**Run 1: routed clock nets over the placement**

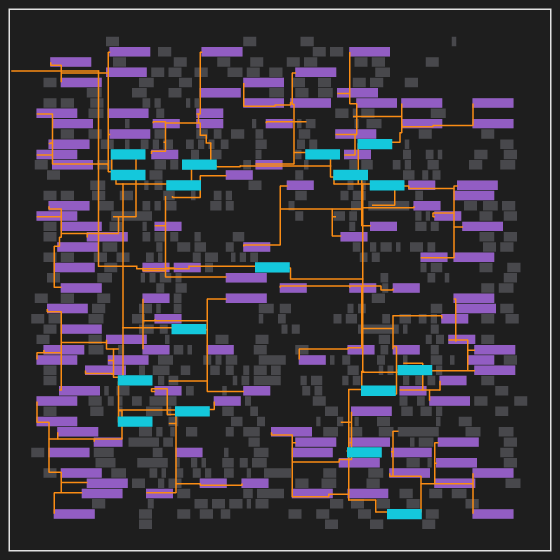
**Run 1: routing congestion map**

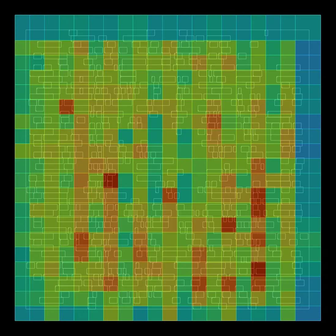
**Run 1: nets reached from selected ports**

Bar = 50 um.
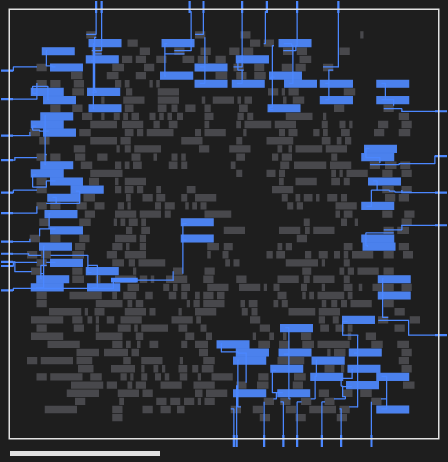
--- config.mk ---
export PLATFORM = sky130hd
export DESIGN_NAME = writeback_arbiter
export DESIGN_NICKNAME = d
export VERILOG_FILES = /design/src/rtl/writeback_arbiter.sv
export SDC_FILE = /design/constraint.sdc
export NUM_CORES = 1
export LEC_CHECK = 0
export CELL_PAD_IN_SITES_DETAIL_PLACEMENT = 1
export CELL_PAD_IN_SITES_GLOBAL_PLACEMENT = 2
export CORE_MARGIN = 5
export CORE_UTILIZATION = 30
export DETAILED_ROUTE_END_ITERATION = 8
export PLACE_DENSITY_LB_ADDON = 0.12
export SYNTH_ARGS = -nofsm -noshare
export SYNTH_HDL_FRONTEND = slang
export SYNTH_SLANG_ARGS = --single-unit
--- constraint.sdc ---
create_clock -name clk -period 2.5 [get_ports clk]
set_input_delay 0.25 -clock clk [delete_from_list [all_inputs] [get_ports clk]]
set_output_delay 0.25 -clock clk [all_outputs]
set_load 0.05 [all_outputs]
--- src/rtl/writeback_arbiter.sv ---
// Writeback arbiter: merges ALU results and buffered long-latency results onto the register-file write port.
// Optional starvation guard compiled in with `define WRITEBACK_STARVE_GUARD_EN.
module writeback_arbiter #(
    parameter int DEPTH        = 2,
    parameter int STARVE_LIMIT = 4
) (
    input  logic        clk,
    input  logic        reset,
    input  logic        alu_valid,
    input  logic [4:0]  alu_rd,
    input  logic [31:0] alu_data,
    output logic        alu_stall,
    input  logic        ext_valid,
    output logic        ext_ready,
    input  logic [4:0]  ext_rd,
    input  logic [31:0] ext_data,
    output logic        ext_pending,
    output logic [4:0]  write_address,
    output logic [31:0] write_data,
    output logic        write_enable
);

    localparam int PW = $clog2(DEPTH);
    localparam int CW = PW + 1;

    typedef struct packed {
        logic [4:0]  rd;
        logic [31:0] data;
    } entry_t;

    entry_t          mem_q [DEPTH];
    entry_t          mem_d [DEPTH];
    logic [PW-1:0]   wr_ptr_q, wr_ptr_d;
    logic [PW-1:0]   rd_ptr_q, rd_ptr_d;
    logic [CW-1:0]   count_q, count_d;
    logic [4:0]      waddr_q, waddr_d;
    logic [31:0]     wdata_q, wdata_d;
    logic            wen_q, wen_d;

    logic   empty, full, push, pop, take_alu;
    entry_t head, sel;

    assign empty       = (count_q == '0);
    assign full        = (count_q == CW'(DEPTH));
    assign ext_ready   = !full && !reset;
    assign push        = ext_valid && ext_ready;
    assign ext_pending = !empty;
    assign head        = mem_q[rd_ptr_q];

    assign write_address = waddr_q;
    assign write_data    = wdata_q;
    assign write_enable  = wen_q;

    // A stalled ALU yields to the buffer; otherwise the ALU has priority.
    always_comb begin
        pop      = 1'b0;
        take_alu = 1'b0;
        if (alu_stall && !empty) begin
            pop = 1'b1;
        end else if (alu_valid && !alu_stall) begin
            take_alu = 1'b1;
        end else if (!empty) begin
            pop = 1'b1;
        end
    end

    always_comb begin
        mem_d = mem_q;
        if (push) begin
            mem_d[wr_ptr_q] = {ext_rd, ext_data};
        end
        wr_ptr_d = push ? wr_ptr_q + PW'(1) : wr_ptr_q;
        rd_ptr_d = pop ? rd_ptr_q + PW'(1) : rd_ptr_q;
        unique case ({push, pop})
            2'b10:   count_d = count_q + CW'(1);
            2'b01:   count_d = count_q - CW'(1);
            default: count_d = count_q;
        endcase
    end

    // rd=0 entries are consumed without touching the held address/data.
    always_comb begin
        sel     = take_alu ? {alu_rd, alu_data} : head;
        wen_d   = 1'b0;
        waddr_d = waddr_q;
        wdata_d = wdata_q;
        if ((pop || take_alu) && sel.rd != 5'd0) begin
            wen_d   = 1'b1;
            waddr_d = sel.rd;
            wdata_d = sel.data;
        end
    end

    always_ff @(posedge clk) begin
        mem_q <= mem_d;
    end

    always_ff @(posedge clk) begin
        if (reset) begin
            wr_ptr_q <= '0;
            rd_ptr_q <= '0;
            count_q  <= '0;
            waddr_q  <= '0;
            wdata_q  <= '0;
            wen_q    <= 1'b0;
        end else begin
            wr_ptr_q <= wr_ptr_d;
            rd_ptr_q <= rd_ptr_d;
            count_q  <= count_d;
            waddr_q  <= waddr_d;
            wdata_q  <= wdata_d;
            wen_q    <= wen_d;
        end
    end

`ifdef WRITEBACK_STARVE_GUARD_EN
    localparam logic [3:0] LIMIT = 4'(STARVE_LIMIT);

    logic [3:0] starve_q, starve_d;
    logic       stall_q, stall_d;

    assign alu_stall = stall_q;

    always_comb begin
        starve_d = starve_q;
        if (empty || pop) begin
            starve_d = '0;
        end else if (starve_q != 4'hF) begin
            starve_d = starve_q + 4'd1;
        end
        stall_d = (stall_q && !empty) || (starve_q == LIMIT);
    end

    always_ff @(posedge clk) begin
        if (reset) begin
            starve_q <= '0;
            stall_q  <= 1'b0;
        end else begin
            starve_q <= starve_d;
            stall_q  <= stall_d;
        end
    end
`else
    logic unused_limit;
    assign unused_limit = ^4'(STARVE_LIMIT);
    assign alu_stall    = 1'b0;
`endif

endmodule

==> ci_impl_report.md, run 1 <==
### Yosys + OpenROAD results

| Metric | Value |
|---|---|
| Status | `complete, no violations` |
| Hold WC Path Type | `input pin to register` |
| Post-synthesis area per instance | `between 10 and 15 um2` |
| Clock latency on the worst-skew pair | `0.41 ns` |
| Post CTS Setup Buffer Count | `0` |
| RSZ-0062 raised after global routing | `false` |
| Layout cells sized above 1 | `0.1619` |
| Largest net degree at the start of global routing | `68` |
| Min-Delay Endpoint | `mem_q[47]` |
| Crit path time final | `2.161 ns` |
| Syn Nets | `roughly 500` |
| Setup TNS | `0 ns` |
| Vias in the first global route | `~4300` |
| I/O Buffers | `approximately 120` |
| Avg WL per Cell | `between 15 and 20 um` |
| Worst-path fanout max | `32` |
| Final Hold Viols | `0` |
| # nets final | `a little over 600` |
| Count of TritonRoute iterations in the first routing pass | `4` |
| Buf+Inv Stages, Crit Path | `1` |
| CTS Buf Count | `17` |
| R2r setup slk | `approximately 0.34 ns` |
| Cell family with most CP delay | `simple AND/OR/NAND/NOR gates` |
| Crit-path cells | `buf_4 -> mux2i_1 -> o21ai_1 -> or2_2 -> a32oi_1 -> nand3_1` |
| Finished Core Util | `0.4238` |
| H-Tree Depth | `4` |
| Placer Congestion | `0.7053` |
| Final Slew Violations | `0` |
| Worst R2R End | `write_data[29]` |
| Number of synthesis warnings | `0` |
| Most common cell in the netlist | `edfxtp_1` |
| Final setup vio count | `0` |
| Placed Area | `~6700 um2` |
| Post-synth top cells | `74 x edfxtp_1, 42 x dfxtp_1, 42 x nor2_1` |
| Leakage | `between 2 and 3 nW` |
| Post-synth EDFFs | `approximately 74` |
| Top cells by area | `edfxtp_1 42%, dfxtp_1 16%, mux2i_1 6.6%` |
| Post-layout period usage | `0.8643` |
| Residual DRC | `0` |
| IO Count | `between 100 and 150` |
| Total Wirelength | `about 15000 um` |
| Die Width | `between 100 and 150 um` |
| Gate Count Post-Synth | `approximately 430` |
| Via Count | `slightly below 4000` |
| Setup crit end kind | `register` |
| CTS sink count | `116` |
| Clock transition at the registers of the reported paths | `~0.060 ns` |
| Yosys chip area | `5304 um2` |
| Core Util at FP | `0.3066` |
| Die Size | `20440 um2` |
| Vias per cell | `5.085` |
| Area Overhead vs Synth | `38.19%` |
| Post-DP HPWL | `roughly 9400 um` |
| Slew at the pin closest to its max-slew limit | `about 1 ns` |
| FP Rows | `between 40 and 50` |
| Worst EP arrival | `about 2.5 ns` |
| Post-Layout Inst Area | `7330 um2` |
| Initial antenna violation count | `1` |
| Unique masters post-synth | `34` |
| CP Class | `register to register` |
| Antenna viol nets, final | `0` |
| First-pass GRT wire length | `roughly 23000 um` |
| Slowest cell on the critical path | `or2_2` |
| Hold Startpoint | `ext_data[10]` |
| Required @ worst endpoint | `about 2.8 ns` |
| FMAX | `between 400 and 500 MHz` |
| Total gr overflow | `0` |
| Relative slew slack | `0.3468` |
| Max Cap Viol | `0` |
| Cts repair resizes | `0` |
| Hold_buf cts | `0` |
| VDD IR max | `0.4815 mV` |
| Worst hold margin | `0.4138 ns` |
| Yosys top cell by area | `edfxtp_1` |
| Yosys cell count | `roughly 430` |
| Tool Warnings | `26` |
| CORE AREA | `17300 um2` |
| Seq cells post-synth | `116` |
| Worst Skew | `0.01082 ns` |
| CP startpoint kind | `register` |
| Initial drt markers | `between 150 and 200` |
| Main flop type | `edfxtp_1` |
| # diodes | `0` |
| WHS Path Cells | `1` |
| Clock Path Buffers | `2` |
| Worst R2R Path Depth | `6` |
| Top cell area share | `0.4190` |
| Max incr delay on CP | `0.61 ns` |
| Synthesized cell area | `5304 um2` |
| Die height | `143.0 um` |
| CTS tree | `built` |
| Reg2reg start | `rd_ptr_q` |
| Asr flop ratio synth | `0` |
| Post-synth seq share | `0.5775` |
| Clk root buf | `clkbuf_16` |
| PwrDens | `between 1000 and 1500 nW/um2` |
About 'routed clock nets over the placement':
[clock wires] orange | length: 1720 um
[clock-net drivers] cyan | count: 17
[flip-flops] purple | count: 116
routed clock nets: 18
flops lie: widely spread

About 'routing congestion map':
GRT Max-Usage Layer: met2
Total GRT Usage: 0.1465

About 'nets reached from selected ports':
[ext_data] blue | bits: 32 | direction: input | edge: 11 left, 8 top, 8 bottom, 5 right | end cells: 64 | wire: 1060 um

run 1: layout make-up:
type,instances,area [um2]
Multi-Input combinational cell,277,2046
Sequential cell,116,3064
Clock buffer,17,425.4
Timing Repair Buffer,129,1316
Clock inverter,15,188.9
Fill cell,1784,9967
Tap cell,225,281.5
Inverter,2,7.507
run 1: placed cells by master, fill, tap and decap left out, types with 3 or more instances in the layout:
cell type / synthesis / final
a21oi_1: 5 / 4
nand2b_1: 32 / 32
nand4_1: 32 / 32
mux2_2: 30 / 30
nand2_1: 3 / 3
clkinv_1: 0 / 3
mux2_1: 3 / 3
mux2i_1: 35 / 35
o21ai_0: 4 / 4
bufinv_16: 0 / 4
nand3_1: 32 / 32
edfxtp_1: 74 / 74
clkdlybuf4s50_1: 0 / 115
buf_12: 0 / 5
a31oi_1: 3 / 3
buf_4: 2 / 8
a32oi_1: 32 / 32
clkbuf_16: 0 / 17
nor2_1: 42 / 40
nor2_4: 0 / 3
clkinvlp_4: 0 / 4
dfxtp_1: 42 / 41
run 1: power breakdown:
group          leakage, nW  internal (mW)  switching, mW
registers             1.03           2.38          0.230
clock network        0.287           1.65          0.875
logic                 1.28           1.01           1.69
total                 2.60           5.04           2.80
run 1: registers in the layout, summed over array words and instances (netlist names):
name,count
wr_ptr_q,1
rd_ptr_q,1
write_data,32
write_enable,1
count_q,2
write_address,5
mem_q,74
run 1: routing by layer:
metal | routed length (um) | global-route usage | up-vias | share of wire
li1 | - | - | 1872 | -
met1 | 6034 | 0.1655 | 1994 | 0.41
met2 | 7577 | 0.2574 | 89 | 0.52
met3 | 830 | 0.05023 | 14 | 0.057
met4 | 189 | 0.05153 | 2 | 0.013
met5 | 7 | 0 | - | 0.00048
run 1: cell families after synthesis:
logic type | count (synthesis) | share of synthesized area
DFF | 116 | 0.5775
and+or+nand+nor | 151 | 0.1493
xor gates and xnor gates | 4 | 0.006607
adders and majority gates | 1 | 0.002359
buffers and inverters | 41 | 0.04175
muxes | 72 | 0.1503
other | 1 | 0.0007070
AOI/OAI and AO/OA | 48 | 0.07148
run 1: worst max-delay path by stage:
| stage | to | depth (start not counted) | start |
|---|---|---|---|
| after floorplan | mem_q[37] | 4 | count_q[0] |
| after global placement | write_data[17] | 6 | rd_ptr_q |
| after detailed placement | write_data[10] | 6 | rd_ptr_q |
| after CTS | write_data[10] | 6 | rd_ptr_q |
| after global routing | write_data[24] | 6 | rd_ptr_q |
| final | write_data[29] | 6 | rd_ptr_q |
run 1: per-stage QoR:
step	cells	power, mW	setup slack, ns
detailed placement	749	5.394	0.3133
global placement	749	5.329	0.4162
floorplan	434	4.411	0.2881
CTS	781	7.969	0.2888
finish	781	7.839	0.3392
global route	781	8.220	0.1423
==> inputs of run 2 (changes only) <==
--- a/config.mk
+++ b/config.mk
@@ -5,6 +5,7 @@
 export SDC_FILE = /design/constraint.sdc
 export NUM_CORES = 1
 export LEC_CHECK = 0
+export ABC_AREA = 0
 export CELL_PAD_IN_SITES_DETAIL_PLACEMENT = 1
 export CELL_PAD_IN_SITES_GLOBAL_PLACEMENT = 2
 export CORE_MARGIN = 5
**Run 2: routed clock nets over the placement**

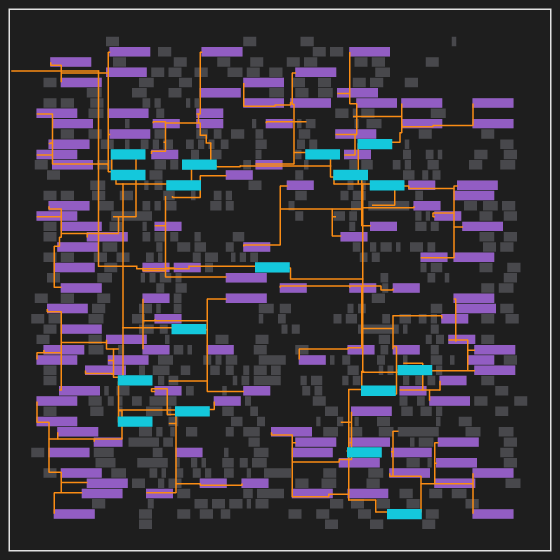
clock power share: 0.322
Worst Skew: 0.01082 ns
Clock Power: 2.53 mW

**Run 2: M1 wires**

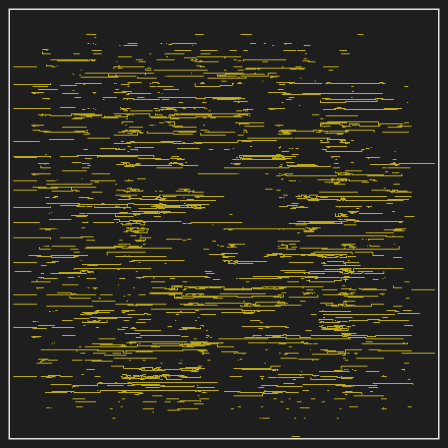
nets with wire on the layer: 568
longest straight run: 39.6 um
share of all routed wire: 41%
main direction: horizontal
wire length on this layer: 6030 um

==> ci_impl_report.md, run 2 <==
### Yosys + OpenROAD results

| Metric | Value |
|---|---|
| Status | `complete, no violations` |
| Adder Area Share | `0.002359 (unchanged)` |
| Hold Startpoint | `ext_data[10]` |
| Min-Delay Endpoint | `mem_q[47]` |
| Clk root buf | `clkbuf_16` |
| Slowest cell on the critical path | `or2_2` |
| Clock Path Buffers | `2 (unchanged)` |
| Vias per cell | `5.085 (unchanged)` |
| FMAX | `462.8 MHz (unchanged)` |
| Post-synth EDFFs | `74 (unchanged)` |
| Largest net degree at the start of global routing | `68 (unchanged)` |
| Simple share | `0.1493 (unchanged)` |
| Sequential cell area | `3064 um2 (unchanged)` |
| Placer Congestion | `0.7053 (unchanged)` |
| Leakage | `2.599 nW (unchanged)` |
| Yosys top cell by area | `edfxtp_1` |
| Die height | `143.0 um (unchanged)` |
| Clock latency on the worst-skew pair | `0.41 ns (about the same)` |
| Hold WC Path Type | `input pin to register` |
| Worst R2R Path Depth | `6 (unchanged)` |
| Dpl cells | `749 (unchanged)` |
| # nets final | `622 (unchanged)` |
| Post-synthesis area per instance | `12.22 um2 (unchanged)` |
| Cell family with most CP delay | `simple AND/OR/NAND/NOR gates` |
| IO Count | `119 (unchanged)` |
| Post-DP HPWL | `9445 um (unchanged)` |
| Gate Area | `2046 um2 (unchanged)` |
| Most instantiated logic cell after routing | `clkdlybuf4s50_1` |
| Avg WL per Cell | `18.74 um (unchanged)` |
| Residual DRC | `0 (unchanged)` |
| RSZ-0062 raised after global routing | `false` |
| Post-synth seq share | `0.5775 (unchanged)` |
| CP Class | `register to register` |
| Clock transition at the registers of the reported paths | `0.06 ns (about the same)` |
| CORE AREA | `17300 um2 (unchanged)` |
| Fill cell count | `1784 (unchanged)` |
| Top cell area share | `0.4190 (unchanged)` |
| Final Slew Violations | `0 (unchanged)` |
| Die Width | `143.0 um (unchanged)` |
| Relative slew slack | `0.3468 (unchanged)` |
| VDD IR max | `0.4815 mV (unchanged)` |
| Multiplexer share | `0.1503 (unchanged)` |
| Post-Layout Inst Area | `7330 um2 (unchanged)` |
| Count of TritonRoute iterations in the first routing pass | `4 (unchanged)` |
| PwrDens | `1070 nW/um2 (unchanged)` |
| WHS Path Cells | `1 (unchanged)` |
| Post CTS Setup Buffer Count | `0 (unchanged)` |
| Unique masters post-synth | `34 (unchanged)` |
| Top cells by area | `edfxtp_1 42%, dfxtp_1 16%, mux2i_1 6.6%` |
| FP Rows | `48 (unchanged)` |
| Max Cap Viol | `0 (unchanged)` |
| Crit path time final | `2.161 ns (unchanged)` |
| Worst EP arrival | `2.45 ns (about the same)` |
| Most flop-heavy register | `mem_q` |
| Xor+xnor area frac | `0.006605 (unchanged)` |
| Worst R2R End | `write_data[29]` |
| Main flop type | `edfxtp_1` |
| Layout cells sized above 1 | `0.1619 (unchanged)` |
| Gate Count Post-Synth | `434 (unchanged)` |
| Max reg flops | `74 (unchanged)` |
| First-pass GRT wire length | `22940 um (unchanged)` |
| Post-layout period usage | `0.8643 (unchanged)` |
| Placed Area | `6715 um2 (unchanged)` |
==> run 2: worst register-to-register path, stage by stage (launching register included) <==
cell     delay [ns]
dfxtp_2        0.41
buf_4          0.25
mux2i_1        0.22
o21ai_1        0.16
or2_2          0.61
a32oi_1        0.29
nand3_1        0.10
==> run 2: logic make-up (layout without fill, tap and decap cells) <==
family,after synthesis,in the layout
other,1,1
and+or+nand+nor,151,151
AOI/OAI and AO/OA,48,48
DFF,116,116
buffers and inverters,41,163
muxes,72,72
adders and majority gates,1,1
xor gates and xnor gates,4,4
==> run 2: power by group <==
part / total, mW / internal (mW) / switching, mW
sequential: 2.61 / 2.38 / 0.230
clock: 2.53 / 1.65 / 0.875
combinational: 2.70 / 1.01 / 1.69
total: 7.84 / 5.04 / 2.80
==> run 2: metrics by stage <==
| step | worst slack [ns] | power (mW) | utilization |
|---|---|---|---|
| 4_1_cts | 0.2888 | 7.969 | 0.4238 |
| 2_1_floorplan | 0.2881 | 4.411 | - |
| 3_3_place_gp | 0.4162 | 5.329 | 0.3882 |
| 5_1_grt | 0.1423 | 8.220 | 0.4238 |
| 3_5_place_dp | 0.3133 | 5.394 | 0.3882 |
| 6_report | 0.3392 | 7.839 | 0.4238 |
==> run 2: layout make-up <==
type                       instances  share of cell area
timing repair buffer             129              0.1796
sequential                       116              0.4181
inverter                           2            0.001024
clock inverter                    15             0.02578
tap                              225             0.03841
multi-input combinational        277              0.2791
clock buffer                      17             0.05804
==> run 2: worst max path at each step <==
stage          startpoint              to  slack [ns]  depth (start not counted)
6_report         rd_ptr_q  write_data[29]        0.34                          6
5_1_grt          rd_ptr_q  write_data[24]        0.14                          6
4_1_cts          rd_ptr_q  write_data[10]        0.29                          6
3_5_place_dp     rd_ptr_q  write_data[10]        0.31                          6
3_3_place_gp     rd_ptr_q  write_data[17]        0.42                          6
2_1_floorplan  count_q[0]       mem_q[37]        0.29                          4
==> run 2: routing by layer <==
metal / vias up / global-route usage / routed length, um / share of wire
met3: 14 / 0.05023 / 830 / 0.057
met2: 89 / 0.2574 / 7577 / 0.52
met1: 1994 / 0.1655 / 6034 / 0.41
met5: - / 0 / 7 / 0.00048
li1: 1872 / - / - / -
met4: 2 / 0.05153 / 189 / 0.013
==> inputs of run 3 (changes only) <==
--- a/config.mk
+++ b/config.mk
@@ -12,6 +12,7 @@
 export CORE_UTILIZATION = 30
 export DETAILED_ROUTE_END_ITERATION = 8
 export PLACE_DENSITY_LB_ADDON = 0.12
+export SLEW_MARGIN = 20
 export SYNTH_ARGS = -nofsm -noshare
 export SYNTH_HDL_FRONTEND = slang
 export SYNTH_SLANG_ARGS = --single-unit
**Run 3: routed clock nets over the placement**

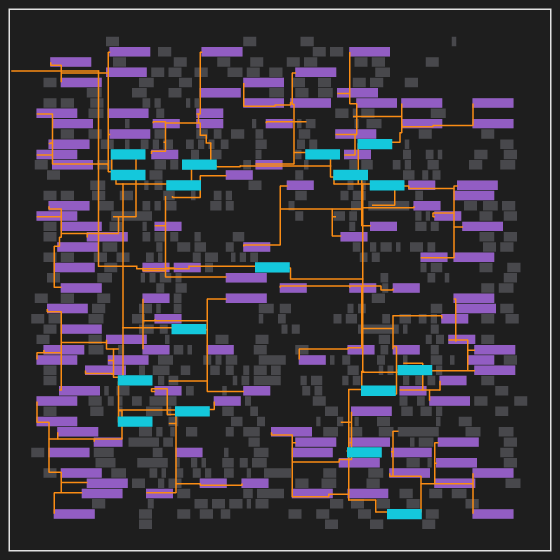
[flip-flops] purple | count: 116
[clock-net drivers] cyan | count: 17
[clock wires] orange | length: 1720 um
flops lie: widely spread
clock latency on the worst-skew pair: 0.41 ns

**Run 3: where the registers sit**

Other sequential cells in the stronger grey, the rest of the logic in the fainter grey.
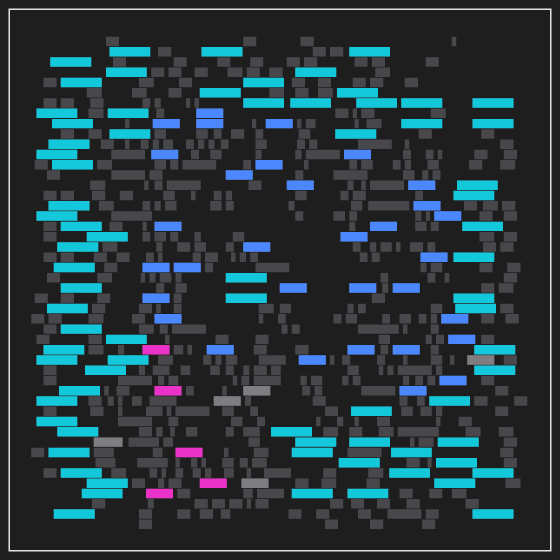
[write_data] blue | placed flops: 32
[mem_q] cyan | placed flops: 74 | where: widely spread
[write_address] magenta | placed flops: 5
not coloured: 5

==> ci_impl_report.md, run 3 <==
### Yosys + OpenROAD results

| Metric | Value |
|---|---|
| Slew at the pin closest to its max-slew limit | `0.9775 ns` |
| Vias in the first global route | `roughly 4300` |
| Most instantiated logic cell after routing | `clkdlybuf4s50_1` |
| Clock Path Buffers | `2 (unchanged)` |
| Tool Warnings | `26` |
| Crit path time final | `2.161 ns (unchanged)` |
| Core Util at FP | `0.3066` |
| CTS tree | `built` |
| Final Slew Violations | `0 (unchanged)` |
| Leakage | `2.599 nW (unchanged)` |
| Post-synthesis area per instance | `12.22 um2 (unchanged)` |
| Yosys top cell by area | `edfxtp_1` |
| Fill cell count | `1784 (unchanged)` |
| Die Size | `roughly 20000 um2` |
| WHS Path Cells | `1 (unchanged)` |
| CTS sink count | `around 120` |
| Avg WL per Cell | `18.74 um (unchanged)` |
| Most common cell in the netlist | `edfxtp_1` |
| Setup crit end kind | `register` |
| Die height | `143.0 um (unchanged)` |
| FMAX | `462.8 MHz (unchanged)` |
| Synthesized cell area | `5304 um2` |
| Total Wirelength | `14640 um` |
| Initial antenna violation count | `1` |
| Min-Delay Endpoint | `mem_q[47]` |
| CP Class | `register to register` |
| VDD IR max | `0.4815 mV (unchanged)` |
| Post CTS Setup Buffer Count | `0 (unchanged)` |
| Gate Count Post-Synth | `434 (unchanged)` |
| Clk root buf | `clkbuf_16` |
| Most flop-heavy register | `mem_q` |
| Worst-path fanout max | `32` |
| Yosys chip area | `between 5000 and 6000 um2` |
| Final setup vio count | `0` |
| Count of TritonRoute iterations in the first routing pass | `4 (unchanged)` |
| Worst hold margin | `0.4138 ns` |
| Crit-path cells | `buf_4 -> mux2i_1 -> o21ai_1 -> or2_2 -> a32oi_1 -> nand3_1` |
| Via Count | `3971` |
| IO Count | `119 (unchanged)` |
| Hold_buf cts | `0` |
| # nets final | `622 (unchanged)` |
| Max incr delay on CP | `0.61 ns` |
| RSZ-0062 raised after global routing | `false` |
| Clock transition at the registers of the reported paths | `0.06 ns (about the same)` |
| Post-Layout Inst Area | `7330 um2 (unchanged)` |
| Status | `complete, no violations` |
| Layout cells sized above 1 | `0.1619 (unchanged)` |
| Post-layout period usage | `0.8643 (unchanged)` |
| Max reg flops | `74 (unchanged)` |
| FP Rows | `48 (unchanged)` |
| CORE AREA | `17300 um2 (unchanged)` |
| Worst R2R End | `write_data[29]` |
| # diodes | `0` |
| PwrDens | `1070 nW/um2 (unchanged)` |
| Hold Startpoint | `ext_data[10]` |
| Antenna viol nets, final | `0` |
| Placed Area | `6715 um2 (unchanged)` |
| Required @ worst endpoint | `2.79 ns` |
| Largest net degree at the start of global routing | `68 (unchanged)` |
| Main flop type | `edfxtp_1` |
| Final Hold Viols | `0` |
| Number of synthesis warnings | `0` |
| Reg2reg start | `rd_ptr_q` |
| Asr flop ratio synth | `0` |
| Worst EP arrival | `2.45 ns (about the same)` |
| H-Tree Depth | `4` |
| Top cells excl fill/tap | `115 x clkdlybuf4s50_1, 74 x edfxtp_1, 41 x dfxtp_1` |
| R2r setup slk | `approximately 0.34 ns` |
| First-pass GRT wire length | `22940 um (unchanged)` |
| Vias per cell | `5.085 (unchanged)` |
| Post-synth EDFFs | `74 (unchanged)` |
| Die Width | `143.0 um (unchanged)` |
| Unique masters post-synth | `34 (unchanged)` |
| Worst R2R Path Depth | `6 (unchanged)` |
| Max Cap Viol | `0 (unchanged)` |
| CP startpoint kind | `register` |
| CTS Buf Count | `17` |
| I/O Buffers | `between 100 and 150` |
| Total GRT Usage | `0.1465` |
| Slowest cell on the critical path | `or2_2` |
| Placer Congestion | `0.7053 (unchanged)` |
| Total gr overflow | `0` |
| Power Total | `7.839 mW (unchanged)` |
| Hold WC Path Type | `input pin to register` |
| Yosys cell count | `approximately 430` |
| Top cells by area | `edfxtp_1 42%, dfxtp_1 16%, mux2i_1 6.6%` |
| Setup TNS | `0 ns` |
| Top cell area share | `0.4190 (unchanged)` |
| Post-synth top cells | `74 x edfxtp_1, 42 x dfxtp_1, 42 x nor2_1` |
| Relative slew slack | `0.3468 (unchanged)` |
| Syn Nets | `513` |
| Residual DRC | `0 (unchanged)` |
| Post-synth seq share | `0.5775 (unchanged)` |
| Seq cells post-synth | `~120` |
| Worst Skew | `0.01082 ns (unchanged)` |
| Cts repair resizes | `0` |
| Initial drt markers | `between 150 and 200` |
| Post-DP HPWL | `9445 um (unchanged)` |
| Area Overhead vs Synth | `38.19%` |
==> run 3: cell counts after synthesis <==
No cell type changed its count.
==> run 3: worst max path at each step <==
stage | start | end | slack, ns | cells after the start
6_report | rd_ptr_q | write_data[29] | 0.34 | 6
5_1_grt | rd_ptr_q | write_data[24] | 0.14 | 6
4_1_cts | rd_ptr_q | write_data[10] | 0.29 | 6
3_5_place_dp | rd_ptr_q | write_data[10] | 0.31 | 6
3_3_place_gp | rd_ptr_q | write_data[17] | 0.42 | 6
2_1_floorplan | count_q[0] | mem_q[37] | 0.29 | 4
==> run 3: metrics by stage <==
stage	util	setup WS, ns	instances
global route	0.4238	0.1423	781
CTS	0.4238	0.2888	781
global placement	0.3882	0.4162	749
finish	0.4238	0.3392	781
floorplan	-	0.2881	434
detailed placement	0.3882	0.3133	749
==> run 3: cells by family after synthesis <==
| group | Yosys count | share of synthesized area |
|---|---|---|
| muxes | 72 | 0.1503 |
| adders and majority gates | 1 | 0.002359 |
| AOI/OAI and AO/OA | 48 | 0.07148 |
| buffers and inverters | 41 | 0.04175 |
| DFF | 116 | 0.5775 |
| other | 1 | 0.0007070 |
| and+or+nand+nor | 151 | 0.1493 |
| xor gates and xnor gates | 4 | 0.006607 |
==> run 3: layout make-up <==
| cell class | count | area (um2) | area share |
|---|---|---|---|
| clock buffer | 17 | 425.4 | 0.05804 |
| multi-input combinational | 277 | 2046 | 0.2791 |
| clock inverter | 15 | 188.9 | 0.02578 |
| inverter | 2 | 7.507 | 0.001024 |
| sequential | 116 | 3064 | 0.4181 |
| timing repair buffer | 129 | 1316 | 0.1796 |
| tap | 225 | 281.5 | 0.03841 |
==> run 3: power by group <==
group / internal [mW] / switching, mW
clock network: 1.65 / 0.875
registers: 2.38 / 0.230
logic: 1.01 / 1.69
==> run 3: per-layer routing <==
metal	vias to the layer above	track usage	share of wire	wire, um
met5	-	0	0.00048	7
met1	1994	0.1655	0.41	6034
met4	2	0.05153	0.013	189
met2	89	0.2574	0.52	7577
met3	14	0.05023	0.057	830
li1	1872	-	-	-
==> run 3: worst max-delay path: cells and delay by family, from the launching register on <==
kind / cells / cell delay, ns
simple gates: 2 / 0.71
compound gates: 2 / 0.44
flops: 1 / 0.41
buf+inv: 1 / 0.25
mux: 1 / 0.22
No activity file was given, so power comes from the tool's default toggle rates.
